**config.mk**
```make
export PLATFORM = sky130hd
export DESIGN_NAME = serial_receiver
export DESIGN_NICKNAME = d
export VERILOG_FILES = /design/src/rtl/serial_pkg.sv /design/src/rtl/word_fifo2.sv /design/src/rtl/serial_receiver.sv
export SDC_FILE = /design/constraint.sdc
export NUM_CORES = 1
export LEC_CHECK = 0
export CORE_AREA = 2 2 96 98
export DETAILED_ROUTE_END_ITERATION = 8
export DIE_AREA = 0 0 98 100
export PLACE_DENSITY = 0.73
export SLEW_MARGIN = 5
export SYNTH_ARGS = -nofsm -noshare
export SYNTH_HDL_FRONTEND = slang
export SYNTH_SLANG_ARGS = --single-unit
export TNS_END_PERCENT = 10
```
**constraint.sdc**
```tcl
create_clock -name clock -period 3.6 [get_ports clock]
set_input_delay 0.72 -clock clock [delete_from_list [all_inputs] [get_ports clock]]
set_output_delay 0.72 -clock clock [all_outputs]
set_load 0.005 [all_outputs]
```
**src/rtl/serial_pkg.sv**
```systemverilog
// Shared definitions for the lab-5 serial link: message geometry,
// receiver FSM states and the buffered word record.
package serial_pkg;

    localparam int WORD_SIZE = 23;
    localparam int WORDS     = 40;

    typedef enum logic [1:0] {
        LEAD  = 2'd0,
        SHIFT = 2'd1,
        DONE  = 2'd2
    } rx_state_t;

    typedef struct packed {
        logic [WORD_SIZE-1:0]      data;
        logic [$clog2(WORDS)-1:0]  index;
    } rx_word_t;

endpackage

```
**src/rtl/word_fifo2.sv**
```systemverilog
// Two-entry FIFO for assembled words. entry0 is always the head, so the
// head output comes straight from a register.
module word_fifo2
    import serial_pkg::*;
#(
    parameter type T = rx_word_t
) (
    input  logic clock,
    input  logic reset,
    input  logic push,
    input  T     push_data,
    input  logic pop,
    output T     head,
    output logic full,
    output logic empty
);

    logic [1:0] count;
    T           entry0;
    T           entry1;
    logic       do_push;
    logic       do_pop;

    assign full    = (count == 2'd2);
    assign empty   = (count == 2'd0);
    assign do_pop  = pop && !empty;
    // A push into a full buffer is only taken if a pop frees a slot on the same edge.
    assign do_push = push && (!full || do_pop);
    assign head    = entry0;

    always_ff @(posedge clock or posedge reset) begin
        if (reset) begin
            count  <= 2'd0;
            entry0 <= '0;
            entry1 <= '0;
        end else if (do_pop) begin
            if (count == 2'd2) begin
                entry0 <= entry1;
                if (do_push) begin
                    entry1 <= push_data;
                end
            end else if (do_push) begin
                entry0 <= push_data;
            end
            if (!do_push) begin
                count <= count - 2'd1;
            end
        end else if (do_push) begin
            if (count == 2'd0) begin
                entry0 <= push_data;
            end else begin
                entry1 <= push_data;
            end
            count <= count + 2'd1;
        end
    end

endmodule

```
**src/rtl/serial_receiver.sv**
```systemverilog
// Deserializer for the lab-5 message stream: MSB-first words, no framing,
// reception starting a fixed number of edges after reset.
module serial_receiver #(
    parameter int WORD_SIZE   = serial_pkg::WORD_SIZE,
    parameter int WORDS       = serial_pkg::WORDS,
    parameter int LEAD_CYCLES = 1,
    parameter int IDX_W       = $clog2(WORDS)
) (
    input  logic                 clock,
    input  logic                 reset,
    input  logic                 serialIn,
    output logic [WORD_SIZE-1:0] word_data,
    output logic [IDX_W-1:0]     word_index,
    output logic                 word_valid,
    input  logic                 word_ready,
    output logic                 overflow,
    output logic                 done
);

    import serial_pkg::*;

    localparam int BIT_W  = (WORD_SIZE > 1) ? $clog2(WORD_SIZE) : 1;
    localparam int LEAD_W = (LEAD_CYCLES > 1) ? $clog2(LEAD_CYCLES) : 1;
    localparam logic [BIT_W-1:0]  BIT_LAST  = BIT_W'(WORD_SIZE - 1);
    localparam logic [IDX_W-1:0]  IDX_LAST  = IDX_W'(WORDS - 1);
    localparam logic [LEAD_W-1:0] LEAD_LAST = LEAD_W'((LEAD_CYCLES > 0) ? LEAD_CYCLES - 1 : 0);
    localparam rx_state_t RESET_STATE = (LEAD_CYCLES == 0) ? rx_state_t'(SHIFT) : rx_state_t'(LEAD);

    typedef struct packed {
        logic [WORD_SIZE-1:0] data;
        logic [IDX_W-1:0]     index;
    } word_t;

    rx_state_t            state;
    // Only the older WORD_SIZE-1 bits are stored; the newest bit is serialIn itself.
    logic [WORD_SIZE-2:0] shreg;
    logic [WORD_SIZE-1:0] next_word;
    logic [BIT_W-1:0]     bit_cnt;
    logic [IDX_W-1:0]     word_cnt;
    logic [LEAD_W-1:0]    lead_cnt;
    logic                 push;
    logic                 pop;
    logic                 full;
    logic                 empty;
    word_t                push_word;
    word_t                head_word;

    assign next_word = {shreg, serialIn};
    assign push      = (state == SHIFT) && (bit_cnt == BIT_LAST);
    assign pop       = !empty && word_ready;
    assign push_word = '{data: next_word, index: word_cnt};

    always_ff @(posedge clock or posedge reset) begin
        if (reset) begin
            state    <= RESET_STATE;
            shreg    <= '0;
            bit_cnt  <= '0;
            word_cnt <= '0;
            lead_cnt <= '0;
            overflow <= 1'b0;
        end else begin
            if (push && full && !pop) begin
                overflow <= 1'b1;
            end
            case (state)
                LEAD: begin
                    if (lead_cnt == LEAD_LAST) begin
                        state <= SHIFT;
                    end else begin
                        lead_cnt <= lead_cnt + LEAD_W'(1);
                    end
                end
                SHIFT: begin
                    shreg <= next_word[WORD_SIZE-2:0];
                    if (bit_cnt == BIT_LAST) begin
                        bit_cnt <= '0;
                        if (word_cnt == IDX_LAST) begin
                            state <= DONE;
                        end else begin
                            word_cnt <= word_cnt + IDX_W'(1);
                        end
                    end else begin
                        bit_cnt <= bit_cnt + BIT_W'(1);
                    end
                end
                DONE: begin
                end
                default: begin
                    state <= RESET_STATE;
                end
            endcase
        end
    end

    word_fifo2 #(
        .T(word_t)
    ) u_fifo (
        .clock     (clock),
        .reset     (reset),
        .push      (push),
        .push_data (push_word),
        .pop       (pop),
        .head      (head_word),
        .full      (full),
        .empty     (empty)
    );

    assign word_data  = head_word.data;
    assign word_index = head_word.index;
    assign word_valid = !empty;
    assign done       = (state == DONE);

endmodule

```
**Run 1: clock distribution**

Scale bar: 20 um.
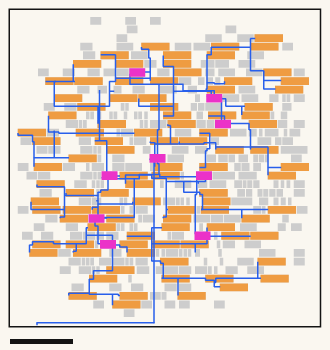
[blue] clock wires | length: 1080 um
[magenta] cells driving clock nets | count: 9
[orange] flip-flops | count: 96
flops lie: all over the die
routed clock nets: 10
clk_skew: 0.00997 ns
clk_lat worst skew: 0.36 ns
clock group share of total power: 31.0%
Clock net power: 637 uW

**Run 1: cells by drive strength**

Scale bar: 20 um.
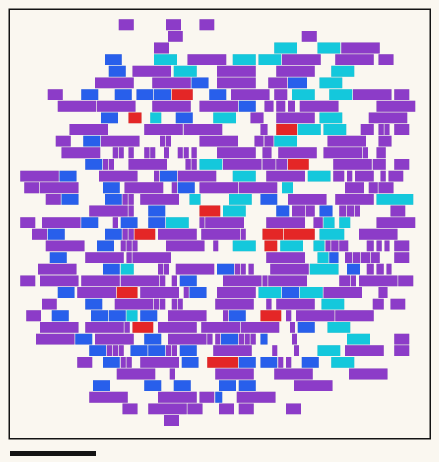
[purple] drive 1 or less | cells: 246 | share: 67%
[cyan] drive 3 to 4 | cells: 42 | share: 11%
[red] drive 6 and up | cells: 13 | share: 3.6%
[blue] drive 2 | cells: 65 | share: 18%
Area growth, synth to finish: 14.7%
Final WS setup: 1.13 ns

**Run 1: zoomed window**

Window x 58 to 88, y 10 to 40 um. Cells in gray, sequential cells in the stronger gray; small squares are vias.
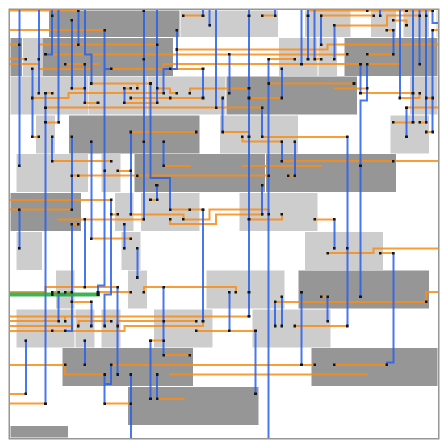
[orange] met1
[green] met3
[blue] met2
sequential cells in the window: 12
netlist names of flops here include: `u_fifo.entry1` (4), `u_fifo.head` (4), `shreg` (2)
cells with their middle in the window: 42
most frequent: dfrtp_1 (12), nand2_1 (9), mux2_4 (7)

==> results.toml, run 1 <==
# generated from flow reports
[clock_network]
cts_inserted_buffers = 9
clock_tree.buffer_depth = 2
cts_max_level = 3
holdBufCountCts = 0
clk_pin_slew_ns = 0.10

[route]
wl_per_cell_um = 15.1
vias = 2499
first_pass_iters = 4
drc = 0
drtAntennaViolNets = 0

[die]
n_tap_cell = 111
die_w_um = 98
ios = 36

[critical_path]
cp.required_ns = 3.84
slowest_stage = "clkdlybuf4s50_1"
timing.critical_path.to = "u_fifo.entry1[15]"
r2r-start = "u_fifo.count[0]"
critical_path_buf_inv_count = 2
cp_num_cells = 5
worstSetupEndpointType = "register"
regToRegEndpoint = "u_fifo.head[7]"
path_class = "in -> reg"
crit_path_cell_trace = "clkdlybuf4s50_1, nand2_2, a21boi_4, buf_4, mux2_2"
cp.arrival_ns = 2.71

[synthesis]
post_synth_num_cell_types = 38
netlist_area_um2 = 4290
syn_avg_cell_area_um2 = 13.2
ys_sh_adder_pct = 0.875
yosys_area_um2 = 4290
synthArstFlopShare_pct = 100
logic_family = "multiplexers"
synth_nets = 331
top_cell_area_share_pct = 56.0
synthTopCellsByCount = "dfrtp_1, nand2_1, mux2_2"
synth-cells-yosys = 324
synth.cellmix.compoundShare_pct = 2.83
mux_area_share_pct = 25.7
yosys.area.top_type = "dfrtp_1"

[timing]
fin_crit_sh_pct = 68.7
fmax_mhz = 405
min_period_ns = 2.47
drv_slew = 0
rsz0062_at_grt = "false"
holdWs_ns = 0.486
slew_headroom_pct = 43.2

[place]
dpl-instance-area_um2 = 4740

[finish]
comb_area_share_pct = 36.1
fin_nets = 368
fin_cells = 477
seq_area_share_pct = 48.8
layout.non_clock_inverters = 4
post-route-cell-area_um2 = 4920
clkCellAreaFrac_pct = 3.61
antenna_cells = 0
buffers = 41
ff_latch_area_um2 = 2400
final_core_util_pct = 55.3

[global_routing]
grtUsageTotal_pct = 15.9
grt_pass1_vias = 2528
grt_max_degree = 51

[worst_hold_path]
min_from = "state[1]"
holdPathEnd = "state[0]"

[power_and_ir_drop]
powerDensity_nw_per_um2 = 417
leakage_uw = 0.00235

[outcome]
status = "finished clean"
[run 1: state kept, by name, summed over array words and instances, names as in the netlist]
signal         flops
word_cnt           6
bit_cnt            5
u_fifo.count       2
u_fifo.head       29
state              2
overflow           1
u_fifo.entry1     29
shreg             22
[run 1: routing by layer]
metal	global-route usage (%)	wire [um]	part of all wire, %	vias up
li1	-	-	-	1178
met1	22.2	3580	50	1282
met2	24.7	3350	46	37
met3	3.55	226	3.1	2
met4	5.98	51	0.71	0
met5	0	0	0	-
[run 1: power breakdown]
part           total, uW  internal (uW)  switching (uW)  leakage, uW
sequential          1190           1150            45.3      0.00121
combinational        222            144            78.5      0.00106
clock                637            256             381    0.0000822
total               2050           1550             505      0.00235
==> run 1 -> run 2 <==
clock period = 2.54 ns   (was 3.6 ns; I/O delays follow)
==> run 2 against run 1 <==
  * Register-to-register slack got worse by 0.80 ns
  * Sequential cell count did not move
  * Global-route usage rose by 0.11 points
  * Worst hold slack improved by 0.0077 ns
  * Clock-buffer cell count rose by 2
  * Synthesized cell count did not move
  * Non-clock buffer count rose by 5
  * Combinational power rose by 43%
  * Final cell count rose by 1.0%
  * Total power rose by 52%
  * Clock power rose by 76%
  * Critical endpoint is now done
==> results.toml, run 2 <==
# generated from flow reports
[finish]
layout.non_clock_inverters = 4
fin_nets = 373
antenna_cells = 0
seq_area_share_pct = 47.8
final_core_util_pct = 56.5
clkCellAreaFrac_pct = 4.58
fin_cells = 482
comb_area_share_pct = 35.3
ff_latch_area_um2 = 2400
nFillCells = 751
buffer_area_share_pct = 9.12

[global_routing]
grt_pass1_wl_mm = 12.5
gr-usage-met2_pct = 25.3
grt_pass1_vias = 2584
grtUsageMet1_pct = 22.0
met3_usage_pct = 2.99
grt_max_degree = 97
grt.busiest_layer = "met2"
grtUsageTotal_pct = 16.0

[critical_path]
slowest_stage = "clkdlybuf4s50_1"
crit_path_cell_trace = "nor2b_1, clkdlybuf4s50_1"
worstSetupEndpointType = "output pin"
critical_path_buf_inv_count = 1
cp.arrival_ns = 1.56
path_class = "reg -> out"
cp.required_ns = 2.03

[synthesis]
synth_nets = 331
post_synth_num_cell_types = 38
ys.flop_type = "dfrtp_1"
synth-cells-yosys = 324
top_cell = "dfrtp_1"
ys_seq_share_pct = 56.0
yosys-top-cells-area = "dfrtp_1, mux2_2, mux2_4"
yosys_area_um2 = 4290
synthTopCellsByCount = "dfrtp_1, nand2_1, mux2_2"
syn_avg_cell_area_um2 = 13.2
netlist_area_um2 = 4290
yosys.area.top_type = "dfrtp_1"
top_cell_area_share_pct = 56.0
synthArstFlopShare_pct = 100

[timing]
slew_headroom_pct = 65.4
fin_skew_ns = 0.0155
fin_crit_sh_pct = 81.5
min_period_ns = 2.07
drv_slew = 0
holdWs_ns = 0.494
fin_tns_setup_ns = 0
fmax_mhz = 483
rsz0062_at_grt = "false"

[route]
via_per_inst = 5.16
top_layer = "met4"
wl_met3_um = 192
wl_met2_mm = 3.51
wl_per_cell_um = 14.9
m1WireLength_mm = 3.39
vias = 2486
drc = 0
drtAntennaViolNets = 0
first_pass_iters = 4

[clock_network]
clock_tree.buffer_depth = 2
cts_inserted_buffers = 9
holdBufCountCts = 0
cts_sinks = 96
cts_max_level = 3
clkLatencyLatePin_ns = 0.36
clk_pin_slew_ns = 0.09

[die]
n_tap_cell = 111
ios = 36
die_w_um = 98

[worst_hold_path]
hold_path.class = "reg -> reg"

[power_and_ir_drop]
powerDensity_nw_per_um2 = 622
leakage_uw = 0.00241

[place]
dpl-instance-area_um2 = 4790
routabilityCongestion = 0.777
placedCellCount = 466

[outcome]
status = "finished clean"
-- run 2: kinds of logic after synthesis --
family	synth area share, %
AOI/OAI and AO/OA	2.83
xor gates and xnor gates	1.23
adders and majority gates	0.875
buffers and inverters	3.00
DFF	56.0
muxes	25.7
and+or+nand+nor	10.3
-- run 2: worst paths after layout --
check / start / endpoint / slack (ns) / cells after the start
max in group asynchronous: reset / u_fifo.entry1[5] / 1.51 / 3
min: overflow / overflow / 0.49 / 1
max reg2reg: bit_cnt[0] / u_fifo.head[19] / 0.51 / 7
min reg2reg: overflow / overflow / 0.49 / 1
min in group asynchronous: reset / u_fifo.entry1[24] / 0.61 / 3
max: state[1] / done / 0.47 / 2
-- run 2: where the power goes --
part           total, uW  internal, uW  switching [uW]
Combinational        317           205             112
Sequential          1690          1630            64.7
Clock               1120           607             509
**Run 2: cells by drive strength**

Scale bar: 20 um.
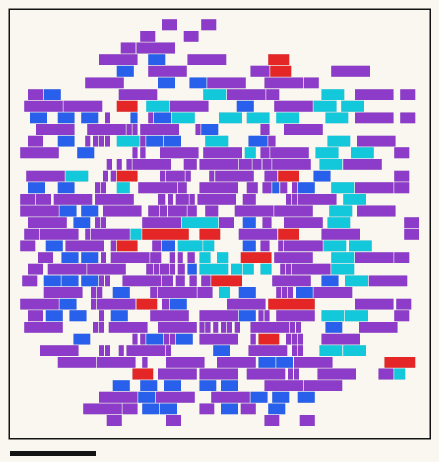
Final WS setup: 0.469 ns
Finished Cell Area: 5020 um^2
Area growth, synth to finish: 17.1%
Signal buffers: 46

**Run 2: zoomed window**

Window x 58 to 88, y 10 to 40 um. Cells in gray, sequential cells in the stronger gray; small squares are vias.
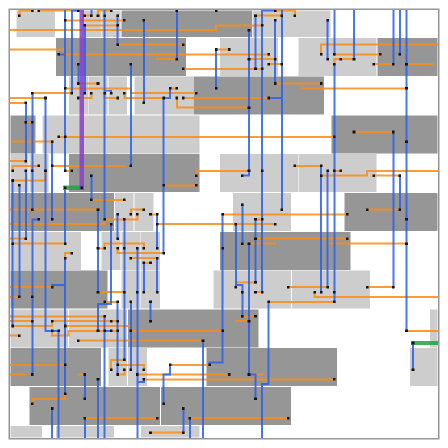
[blue] met2
[purple] met4
[green] met3
[orange] met1
most frequent: nand2_1 (16), dfrtp_1 (14), mux2_4 (6)
netlist names of flops here include: `shreg` (5), `u_fifo.entry1` (5), `u_fifo.head` (4)
sequential cells in the window: 14
cells with their middle in the window: 45

==> run 2 -> run 3 <==
PLACE_DENSITY = 0.76   (was 0.73)
clock period = 1.7 ns   (was 2.54 ns; I/O delays follow)
**Run 3: zoomed window**

Window x 58 to 88, y 10 to 40 um. Cells in gray, sequential cells in the stronger gray; small squares are vias.
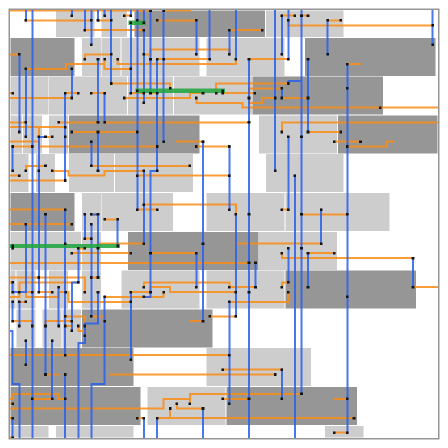

**Run 3: clock wiring as the flow saved it**

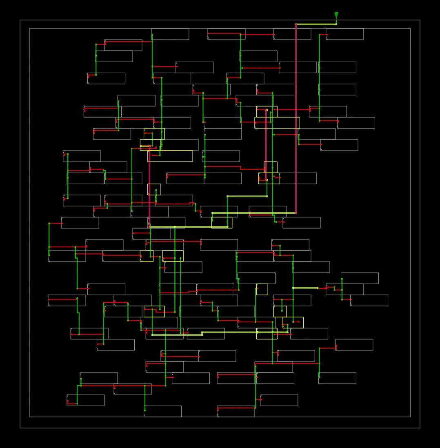
clock buffer count in the final layout: 9
clk_skew: 0.0107 ns
Inserted Clock Buffers: 9
Clock net power: 1690 uW
clock sinks: 96

==> run 3 against run 2 <==
  * The flow now finishes with violations (negative setup slack)
  * Synthesized area did not move
  * Via count is 8.1% higher
  * Total power up 54%
  * Final area grew 10%
  * Critical path type is now reg -> reg
  * Largest power group unchanged
  * Highest routed layer unchanged
==> results.toml, run 3 <==
# generated from flow reports
[power_and_ir_drop]
comb_power_uw = 594
top_power_group = "sequential cells"
p_clk_share_pct = 35.2
p_sw_share_pct = 23.7
power_frac_seq_pct = 52.5
powerDensity_nw_per_um2 = 869
p_seq_uw = 2520
leakage_uw = 0.00268
internal_power_uw = 3670

[critical_path]
cp.arrival_ns = 2.08
r2r_cells = 9
crit_path_cell_trace = "inv_2, ha_4, and4b_2, nor2_2, a21oi_4, buf_6, buf_12, buf_16, mux2_4"
reg2reg_slack_ns = -0.13
timing.critical_path.to = "u_fifo.head[14]"
critical_path_buf_inv_count = 4
r2r-start = "bit_cnt[0]"
worstSetupEndpointType = "register"
slowest_stage = "dfrtp_1"
critical_path.startpoint = "bit_cnt[0]"
path_class = "reg -> reg"

[finish]
nFillCells = 647
fin_nets = 400
post-route-cell-area_um2 = 5540
syn_to_final_growth_pct = 29.1
fin_cells = 509
ff_latch_area_um2 = 2400
final_core_util_pct = 62.3

[route]
first_pass_iters = 4
vias = 2688
drtAntennaViolNets = 0
drc = 0
via_per_inst = 5.28

[die]
ios = 36
die_w_um = 98

[synthesis]
synthTopCellsByCount = "dfrtp_1, nand2_1, mux2_2"
ys.flop_type = "dfrtp_1"
netlist_area_um2 = 4290
synthArstFlopShare_pct = 100
post_synth_num_cell_types = 38
yosys.area.top_type = "dfrtp_1"
yosys_area_um2 = 4290
synth_nets = 331
top_cell = "dfrtp_1"
top_cell_area_share_pct = 56.0
yosys-top-cells-area = "dfrtp_1, mux2_2, mux2_4"

[clock_network]
clock_tree.buffer_depth = 2
clkLatencyLatePin_ns = 0.36
cts_max_level = 3
holdBufCountCts = 0

[timing]
min_period_ns = 1.83
setup_viol = 58
fin_crit_sh_pct = 108
drv_slew = 0
fin_tns_setup_ns = -4.67
fmax_mhz = 546
setup_ws_ns = -0.132
rsz0062_at_grt = "true"

[global_routing]
grtUsageTotal_pct = 18.3
grt_pass1_vias = 2821
grt_pass1_wl_mm = 14.3

[place]
dpl-instance-area_um2 = 5020
placedCellCount = 486
routabilityCongestion = 0.742

[worst_hold_path]
hold_path.class = "in -> async"

[outcome]
status = "finished with violations"
violations = "negative setup slack"
-- run 3: routing by layer --
layer / track usage, % / routed length, um / vias to the layer above
li1: - / - / 1242
met1: 25.6 / 4020 / 1389
met2: 29.4 / 4360 / 51
met3: 3.27 / 216 / 6
met4: 5.56 / 82 / 0
met5: 0 / 0 / -
-- run 3: final cells by class --
class / instances / share of cell area [%]
sequential: 96 / 43.4
clock inverter: 7 / 1.85
tap: 111 / 2.51
timing repair buffer: 73 / 14.2
clock buffer: 9 / 2.24
inverter: 4 / 0.339
multi-input combinational: 209 / 35.5
-- run 3: logic make-up after synthesis --
kind of cell | synth area share, %
and+or+nand+nor | 10.3
muxes | 25.7
AOI/OAI and AO/OA | 2.83
xor gates and xnor gates | 1.23
buffers and inverters | 3.00
DFF | 56.0
adders and majority gates | 0.875
No activity file was given, so power comes from the tool's default toggle rates.
